==> src/rtl/alpha_startup_sequencer.sv <==
// ============================================================================
//  Module      : alpha_startup_sequencer
//  Description : Ordered chain of NUM_STAGES startup stages with a per-stage
//                enable, a 2^pickoff hold-off, optional trigger on the last
//                stage, and rearm/abort control.
//                Macro ALPHA_STARTUP_SEQUENCER_FAST_SIM_EN caps the pickoff at 3.
//  Revision    : 1.0 - initial release
// ============================================================================
`default_nettype none

module alpha_startup_sequencer #(
    parameter int NUM_STAGES    = 4,
    parameter int DELAY_PICKOFF = 26,
    parameter int TRIGGER_LAST  = 1
) (
    input  logic                          clock,
    input  logic                          reset,
    input  logic [NUM_STAGES-1:0]         stage_enable,
    input  logic                          trigger,
    input  logic                          rearm,
    input  logic                          abort,
    output logic [NUM_STAGES-1:0]         stage_pulse,
    output logic [NUM_STAGES-1:0]         stage_done,
    output logic [$clog2(NUM_STAGES)-1:0] current_stage,
    output logic                          armed,
    output logic                          busy,
    output logic                          done
);

    localparam int SW = $clog2(NUM_STAGES);
`ifdef ALPHA_STARTUP_SEQUENCER_FAST_SIM_EN
    localparam int PICK = (DELAY_PICKOFF < 3) ? DELAY_PICKOFF : 3;
`else
    localparam int PICK = DELAY_PICKOFF;
`endif
    localparam int CW = PICK + 1;
    localparam logic [SW-1:0] LAST = SW'(NUM_STAGES - 1);

    localparam logic [2:0] ST_WAIT = 3'd0;
    localparam logic [2:0] ST_SKIP = 3'd1;
    localparam logic [2:0] ST_ARM  = 3'd2;
    localparam logic [2:0] ST_FIRE = 3'd3;
    localparam logic [2:0] ST_DONE = 3'd4;
    localparam logic [2:0] ST_HALT = 3'd5;

    logic [2:0]            r_state, w_state;
    logic [SW-1:0]         r_stage, w_stage;
    logic [CW-1:0]         r_count, w_count;
    logic [NUM_STAGES-1:0] r_done_flags, w_done_flags;
    logic                  r_entry;
    logic                  w_last;
    logic                  w_active;
    logic [SW-1:0]         w_stage_inc;

    // Decision taken on the edge that enters a stage.
    function automatic logic [2:0] f_entry(input logic en, input logic is_last);
        if (!en)
            return ST_SKIP;
        if (is_last && (TRIGGER_LAST != 0))
            return ST_ARM;
        return ST_WAIT;
    endfunction

    assign w_last      = (r_stage == LAST);
    assign w_stage_inc = r_stage + SW'(1);
    assign w_active    = (r_state == ST_WAIT) || (r_state == ST_SKIP) ||
                         (r_state == ST_ARM)  || (r_state == ST_FIRE);

    always_ff @(posedge clock) begin
        if (!reset) begin
            r_state      <= ST_WAIT;
            r_stage      <= '0;
            r_count      <= '0;
            r_done_flags <= '0;
            r_entry      <= 1'b1;
        end else begin
            r_state      <= w_state;
            r_stage      <= w_stage;
            r_count      <= w_count;
            r_done_flags <= w_done_flags;
            r_entry      <= 1'b0;
        end
    end

    always_comb begin
        w_state      = r_state;
        w_stage      = r_stage;
        w_count      = r_count;
        w_done_flags = r_done_flags;
        // abort beats rearm even when the abort alone would be ignored
        if (abort && (rearm || w_active)) begin
            w_state = ST_HALT;
        end else if (rearm) begin
            w_done_flags = '0;
            w_stage      = '0;
            w_count      = '0;
            w_state      = f_entry(stage_enable[0], NUM_STAGES == 1);
        end else begin
            case (r_state)
                ST_WAIT: begin
                    if (r_entry) begin
                        w_state = f_entry(stage_enable[r_stage], w_last);
                        w_count = '0;
                    end else if (r_count[PICK]) begin
                        w_state               = ST_FIRE;
                        w_count               = '0;
                        w_done_flags[r_stage] = 1'b1;
                    end else begin
                        w_count = r_count + CW'(1);
                    end
                end
                ST_ARM: begin
                    if (trigger) begin
                        w_state               = ST_FIRE;
                        w_done_flags[r_stage] = 1'b1;
                    end
                end
                ST_FIRE, ST_SKIP: begin
                    w_count = '0;
                    if (w_last) begin
                        w_state = ST_DONE;
                    end else begin
                        w_stage = w_stage_inc;
                        w_state = f_entry(stage_enable[w_stage_inc], w_stage_inc == LAST);
                    end
                end
                ST_DONE, ST_HALT: ;
                default: w_state = ST_HALT;
            endcase
        end
    end

    always_comb begin
        stage_pulse = '0;
        if (r_state == ST_FIRE)
            stage_pulse[r_stage] = 1'b1;
        armed = (r_state == ST_ARM);
        busy  = w_active;
        done  = (r_state == ST_DONE);
    end

    assign stage_done    = r_done_flags;
    assign current_stage = r_stage;

endmodule

`default_nettype wire

==> config.mk <==
export PLATFORM = sky130hd
export DESIGN_NAME = alpha_startup_sequencer
export DESIGN_NICKNAME = d
export VERILOG_FILES = /design/src/rtl/alpha_startup_sequencer.sv
export SDC_FILE = /design/constraint.sdc
export NUM_CORES = 1
export LEC_CHECK = 0
export CAP_MARGIN = 20
export CORE_MARGIN = 5
export CORE_UTILIZATION = 40
export DETAILED_ROUTE_END_ITERATION = 6
export HOLD_SLACK_MARGIN = 0.15
export PLACE_DENSITY = 0.7
export SLEW_MARGIN = 25
export SYNTH_ARGS = -nofsm -noshare
export SYNTH_HDL_FRONTEND = slang
export SYNTH_SLANG_ARGS = --single-unit
==> constraint.sdc <==
create_clock -name clock -period 2.58 [get_ports clock]
set_clock_uncertainty 0.15 [all_clocks]
set_input_delay 0.774 -clock clock [delete_from_list [all_inputs] [get_ports clock]]
set_output_delay 0.774 -clock clock [all_outputs]
set_load 0.005 [all_outputs]
==> Slide: Implementation Results <==
Run Summary

Status
  – Outcome: finished, final reports clean

Die
  – Initial Util: around two fifths
  – Die area: 6440 µm²
  – Die Height: 80.3 µm
  – Core box area: around 4800 µm²

Clock network
  – Clk latency late pin: 0.29 ns
  – Cts bufs inserted: 5
  – TritonCTS clock tree: yes
  – CTS Root Cell: clkbuf_8
  – Worst-path clk slew: approximately 0.070 ns
  – H-tree levels: 2

Place
  – Dpl hpwl: 3390 µm
  – RePlAce Congestion: 0.912

STA
  – Crit path time final: ~2.5 ns
  – Max Fclk: 402 MHz
  – Worst rel slew slack: 62.2%

Drt
  – DR iter-0 viols: 72
  – Top Layer Used: met4
  – Detailed-route DRC error count: 0
  – Drt pass-1 iters: 4
  – Routed vias/inst: 5.31
  – WL met2: 2140 µm
  – Routed via count: approximately 1800

Synthesis
  – Post-Syn Instances: roughly 240
  – Top cells by area: dfxtp_1 (37%), xor2_1 (7.1%), nor2_1 (6.3%)
  – # Cells Yosys: 235
  – Post-Syn Area: 1980 µm²

Setup path
  – Worst reg2reg path depth: 5
  – RR Startpoint: r_count[7]
  – Critical path buffers and inverters: 2
  – CP Capture Type: primary output
  – Delay-heaviest family, CP: buffers and inverters
  – Critical path depth: 4
  – WP data arrival: between 1.5 and 2 ns
  – R2r endpoint: r_count[22]

GRT
  – Grt met1 use: 18.6%
  – Initial antenna violation count: 0
  – Met3 Track Usage GR: between 3 and 4%
  – Grt total ovfl: 0

Power and ir drop
  – Sequential power: 0.584 mW
  – Comb power: roughly 0.14 mW
  – Sequential Power Share: 52.5%
  – Leakage: between 0.9 and 1 nW
  – Int Power: just over 0.8 mW

Final layout
  – Diode count: 0

Worst hold path
  – Hold Path End: stage_done[3]
  – Hold_sp: stage_done[3]
==> worst reg2reg max path: cells and delay by family, from the launching register on <==
kind / cells / cell delay, ns
AOI/OAI and AO/OA: 1 / 0.13
DFF: 1 / 0.48
and+or+nand+nor: 4 / 1.19
==> metrics by stage <==
step | utilization (%) | instances | hold WS, ns | area [µm²] | setup slack [ns]
floorplan | - | 235 | 0.308 | 1980 | 0.440
global placement | 49.9 | 333 | 0.313 | 2370 | -0.106
detailed placement | 49.9 | 333 | 0.313 | 2370 | -0.152
CTS | 51.8 | 341 | 0.335 | 2460 | 0.0220
global route | 52.1 | 341 | 0.356 | 2470 | 0.00834
finish | 52.1 | 341 | 0.325 | 2470 | 0.0948
==> kinds of logic after synthesis <==
| logic type | Yosys count | share of synthesized area, % |
|---|---|---|
| DFF | 37 | 37.5 |
| adders and majority gates | 5 | 3.17 |
| xor gates and xnor gates | 16 | 7.09 |
| buffers and inverters | 16 | 3.29 |
| muxes | 3 | 2.79 |
| and+or+nand+nor | 117 | 33.2 |
| AOI/OAI and AO/OA | 41 | 12.9 |
==> cell usage after synthesis, drive strengths merged (5+ instances only) <==
| cell | count |
|---|---|
| inv | 7 |
| and3 | 12 |
| nor3 | 6 |
| nand4 | 10 |
| clkbuf | 5 |
| ha | 5 |
| or3 | 5 |
| a21oi | 15 |
| nor2 | 33 |
| nand3 | 13 |
| xor2 | 16 |
| dfxtp | 37 |
| nor2b | 5 |
| nand2 | 12 |
| o21ai | 18 |
==> area by class of cell <==
class / count / share of cell area, %
clock buffer: 5 / 2.78
clock inverter: 3 / 0.708
inverter: 7 / 1.06
multi-input combinational: 182 / 47.6
sequential: 37 / 30.2
tap: 67 / 3.39
timing repair buffer: 40 / 14.3
Register map, names as in the netlist:
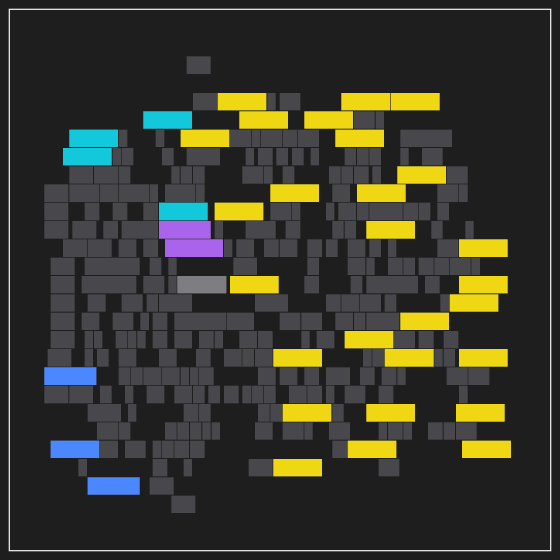
legend:
  r_state:
    colour: blue
    sequential_cells: 3
  current_stage:
    colour: purple
    sequential_cells: 2
  stage_done:
    colour: cyan
    sequential_cells: 4
    where: upper left
  r_count:
    colour: yellow
    sequential_cells: 27
not coloured: 1

Clock network drawn from the DEF:
The bar under the picture is 20 µm long.
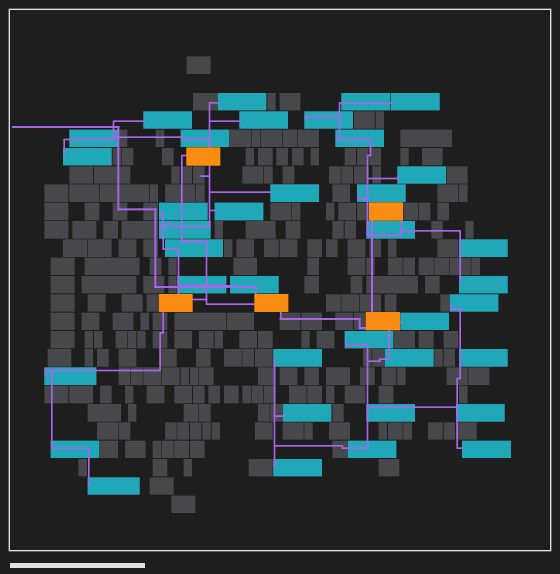
legend:
  clock-net drivers:
    colour: orange
    count: 5
  clock wires:
    colour: purple
    length: 469 µm
  flip-flops:
    colour: cyan
    count: 37
routed clock nets: 6
flops lie: spread over the die

Cells by drive strength:
The bar under the picture is 20 µm long.
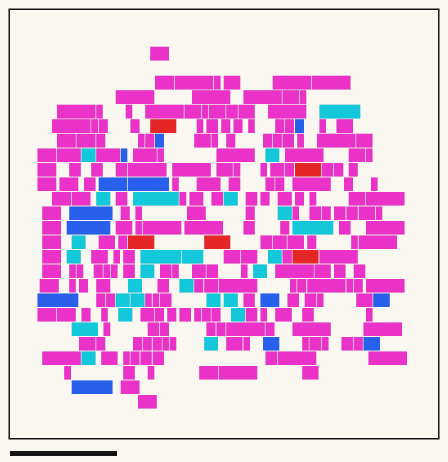
legend:
  x6 and larger:
    colour: red
    cells: 5
  x3 and x4:
    colour: cyan
    cells: 26
  x1 and smaller:
    colour: magenta
    cells: 230
  x2:
    colour: blue
    cells: 13

Power and IR drop assume default switching activity.
